`src/rtl/result_piso_tx.sv`:
```
// rtl/result_piso_tx.sv - serial return path for voted TMR ALU results with even parity
module result_piso_tx #(
    parameter int FRAME_W = 32,
    parameter int CLK_DIV = 1
) (
    input  logic        CLK,
    input  logic        RST,
    input  logic [15:0] RES_ALU,
    input  logic [14:0] RES_MUL,
    input  logic        RES_COUT,
    input  logic        LOAD_REQ,
    output logic        LOAD_ACK,
    output logic        DATA_OUT,
    output logic        DATA_VALID,
    output logic        TX_BUSY,
    output logic        TX_DONE
);

    localparam logic [7:0] DIV_LAST = 8'(CLK_DIV - 1);
    localparam logic [5:0] BIT_LAST = 6'(FRAME_W - 1);

    typedef enum logic [1:0] {
        IDLE,
        SHIFT,
        PARITY,
        DONE
    } state_t;

    state_t               state;
    logic [FRAME_W-1:0]   shift_reg;
    logic                 parity_bit;
    logic [5:0]           bit_cnt;
    logic [7:0]           div_cnt;
    logic                 ack_q;
    logic                 valid_q;
    logic                 busy_q;
    logic                 done_q;
    logic [FRAME_W-1:0]   frame_word;

    // Frame ordering puts the ALU result in the low bits so it leaves the chip first.
    assign frame_word = FRAME_W'({RES_COUT, RES_MUL, RES_ALU});

    // The serial line is the low bit of the shift register; the parity bit is
    // parked there during its period so DATA_OUT stays a plain flop output.
    assign DATA_OUT   = shift_reg[0];
    assign LOAD_ACK   = ack_q;
    assign DATA_VALID = valid_q;
    assign TX_BUSY    = busy_q;
    assign TX_DONE    = done_q;

    // Frame sequencer: capture, per-bit hold by the divider, parity, done pulse.
    always_ff @(posedge CLK or negedge RST) begin
        if (!RST) begin
            state      <= IDLE;
            shift_reg  <= '0;
            parity_bit <= 1'b0;
            bit_cnt    <= '0;
            div_cnt    <= '0;
            ack_q      <= 1'b0;
            valid_q    <= 1'b0;
            busy_q     <= 1'b0;
            done_q     <= 1'b0;
        end else begin
            ack_q  <= 1'b0;
            done_q <= 1'b0;
            case (state)
                // DONE shares the capture path so a held request restarts with a one-cycle gap.
                IDLE, DONE: begin
                    if (LOAD_REQ) begin
                        shift_reg  <= frame_word;
                        parity_bit <= ^frame_word;
                        bit_cnt    <= '0;
                        div_cnt    <= '0;
                        ack_q      <= 1'b1;
                        valid_q    <= 1'b1;
                        busy_q     <= 1'b1;
                        state      <= SHIFT;
                    end else begin
                        busy_q <= 1'b0;
                        state  <= IDLE;
                    end
                end
                SHIFT: begin
                    if (div_cnt == DIV_LAST) begin
                        div_cnt <= '0;
                        if (bit_cnt == BIT_LAST) begin
                            shift_reg <= {{(FRAME_W-1){1'b0}}, parity_bit};
                            state     <= PARITY;
                        end else begin
                            bit_cnt   <= bit_cnt + 6'd1;
                            shift_reg <= {1'b0, shift_reg[FRAME_W-1:1]};
                        end
                    end else begin
                        div_cnt <= div_cnt + 8'd1;
                    end
                end
                PARITY: begin
                    if (div_cnt == DIV_LAST) begin
                        div_cnt   <= '0;
                        shift_reg <= '0;
                        valid_q   <= 1'b0;
                        done_q    <= 1'b1;
                        state     <= DONE;
                    end else begin
                        div_cnt <= div_cnt + 8'd1;
                    end
                end
                default: begin
                    state <= IDLE;
                end
            endcase
        end
    end

endmodule

```
`config.mk`:
```
export PLATFORM = sky130hd
export DESIGN_NAME = result_piso_tx
export DESIGN_NICKNAME = d
export VERILOG_FILES = /design/src/rtl/result_piso_tx.sv
export SDC_FILE = /design/constraint.sdc
export NUM_CORES = 1
export LEC_CHECK = 0
export CAP_MARGIN = 20
export CELL_PAD_IN_SITES_DETAIL_PLACEMENT = 1
export CELL_PAD_IN_SITES_GLOBAL_PLACEMENT = 1
export CORE_MARGIN = 4
export CORE_UTILIZATION = 42
export DETAILED_ROUTE_END_ITERATION = 8
export GPL_ROUTABILITY_DRIVEN = 0
export PLACE_DENSITY = 0.85
export REMOVE_ABC_BUFFERS = 1
export SYNTH_ARGS = -nofsm -noshare
export SYNTH_HDL_FRONTEND = slang
export SYNTH_SLANG_ARGS = --single-unit
```
`constraint.sdc`:
```
create_clock -name CLK -period 2 [get_ports CLK]
set_clock_uncertainty 0.05 [all_clocks]
set_input_delay 0.3 -clock CLK [delete_from_list [all_inputs] [get_ports CLK]]
set_output_delay 0.3 -clock CLK [all_outputs]
set_load 0.03 [all_outputs]
```
==> impl_metrics.yaml <==
# yosys + openroad results
synth:
  syn_area_per_cell_um2: 9.87
  area_leaders: "dfrtp_1 (46%), a21oi_2 (8.4%), xnor2_1 (8.4%)"
  edf_count: 0
  synthArstFlopShare: 1.00
  synth_chip_area_um2: 2900
sta:
  timing.fmax_mhz: 537
  hold_violations: 0
  finalSetupViolCount: 0
global_route:
  grt_start_max_net_pins: 43
  grt_overflow: 0
  antenna_found_initial: 0
  grt_pass1_wl_um: 11300
  grtUsageMet1: 0.211
  gr-usage-all-layers: 0.169
critical_path:
  arrival_ns: 2.04
  timing.rr.start: "div_cnt[1]$_DFFE_PN0P_"
  cp-start-kind: "register"
  crit_type: "register to register"
  rr_endpoint: "shift_reg[28]$_DFFE_PN0P_"
  crit_fanout: 8
route:
  drtPass1Iterations: 4
  highest_layer: "met4"
  via_per_inst: 5.58
  wl_um: 7310
power_and_ir_drop:
  leakagePower_nw: 1.50
final_layout:
  diodes: 0
  final_cells: 422
  drive_gt1_frac: 0.181
  clkbuf_count: 7
  comb_area_um2: 1440
floorplan:
  io_pins: 40
  initCoreUtil: 0.430
  core.rowCount: 30
cts:
  path_clk_slew_ns: 0.10
  cts_tree: "done"
run_status:
  status: "finished, final reports clean"
hold_path:
  hp-class: "input pin to asynchronous set/reset pin"
power breakdown:
| part | leakage [nW] | internal (W) | total, W | switching [W] |
|---|---|---|---|---|
| clock network | 0.0585 | 0.000409 | 0.000763 | 0.000354 |
| logic | 0.775 | 0.00134 | 0.00302 | 0.00168 |
| registers | 0.668 | 0.00152 | 0.00179 | 0.000267 |
| total | 1.50 | 0.00327 | 0.00558 | 0.00231 |
logic make-up after synthesis:
group / count (synthesis) / share of synthesized area
compound gates: 88 / 0.221
xor+xnor: 36 / 0.109
fa+ha+maj: 5 / 0.0216
buf+inv: 26 / 0.0565
flops: 53 / 0.457
mux: 2 / 0.00690
simple gates: 84 / 0.129
worst max-delay path: stages, from the launching register on:
cell and delay (ns):
dfrtp_2 0.46, inv_1 0.08, ha_1 0.13, nor4b_2 0.21
nand2_2 0.13, o21ai_2 0.11, and2b_4 0.26, buf_4 0.19
nor2_1 0.07, a21oi_2 0.11
stage by stage:
step                      area [µm²]  setup slack, ns   util
after floorplan                 2780            -1.21      -
after global placement          3390           0.0701  0.502
after detailed placement        3390          0.00611  0.502
after CTS                       3520          0.00137  0.521
after global routing            3610           0.0129  0.534
final                           3610            0.139  0.534
synth_stat cells (2+ instances only):
master,count
dfrtp_1,53
nor2_1,45
a22oi_1,30
a21oi_2,28
xnor2_1,28
o21ai_0,17
nand2_1,16
inv_1,10
nand3_1,8
xor2_1,8
a21oi_1,7
clkbuf_1,6
ha_1,5
buf_6,4
nand2b_1,4
buf_8,3
and3_1,2
buf_2,2
mux2i_1,2
nand4_1,2
nor2b_1,2
o21ai_2,2
o31ai_1,2
repair_timing:
action,4_1_cts,5_1_grt
setup buffers,0,2
hold buffers,1,0
endpoints found under the hold margin,17,0
gates resized,0,9
setup endpoints to repair,0,27
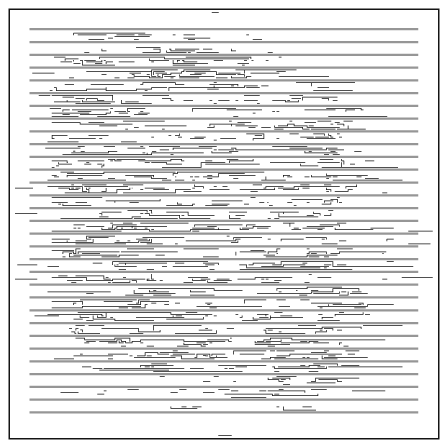
*M1 wires*
Supply wires on this layer in grey.
longest straight run	23.8 µm
wire length on this layer	3220 µm
nets with wire on the layer	344
main direction	horizontal
share of all routed wire	44%

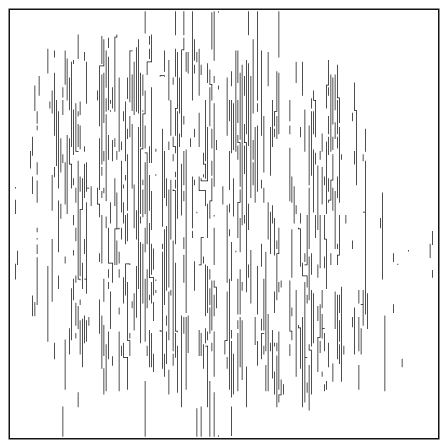
*Signal wires on met2*
main direction	vertical
share of all routed wire	52%
nets with wire on the layer	347
wire length on this layer	3800 µm

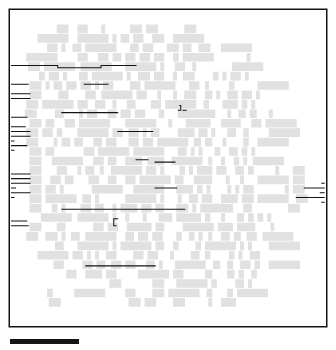
*M3 wires*
The bar under the picture is 20 µm long. Cells faint in the background.
wire length on this layer	237 µm
longest straight run	35.4 µm
main direction	horizontal
share of all routed wire	3.2%

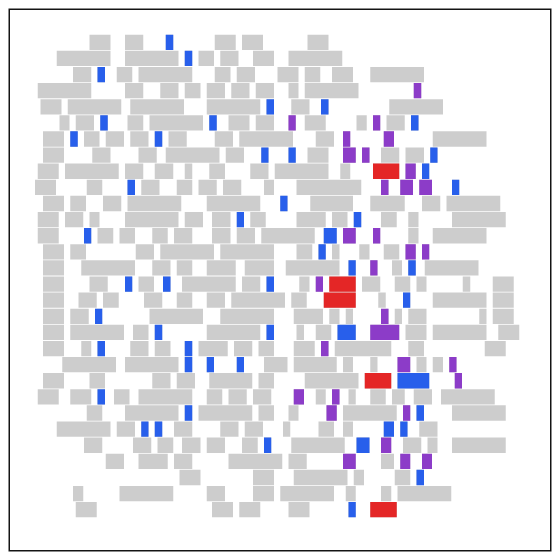
*Gate-type map*
family	colour	cells
fa/ha/maj cells	red	5
nor cells	blue	49
nand cells	purple	31

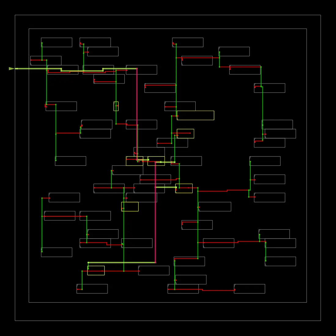
*Clock wiring as the flow saved it*
Clock Sinks: 53
Clock Latency Late Sink: 0.31 ns
Num CTS Buffers: 5

Power and IR drop assume default switching activity.
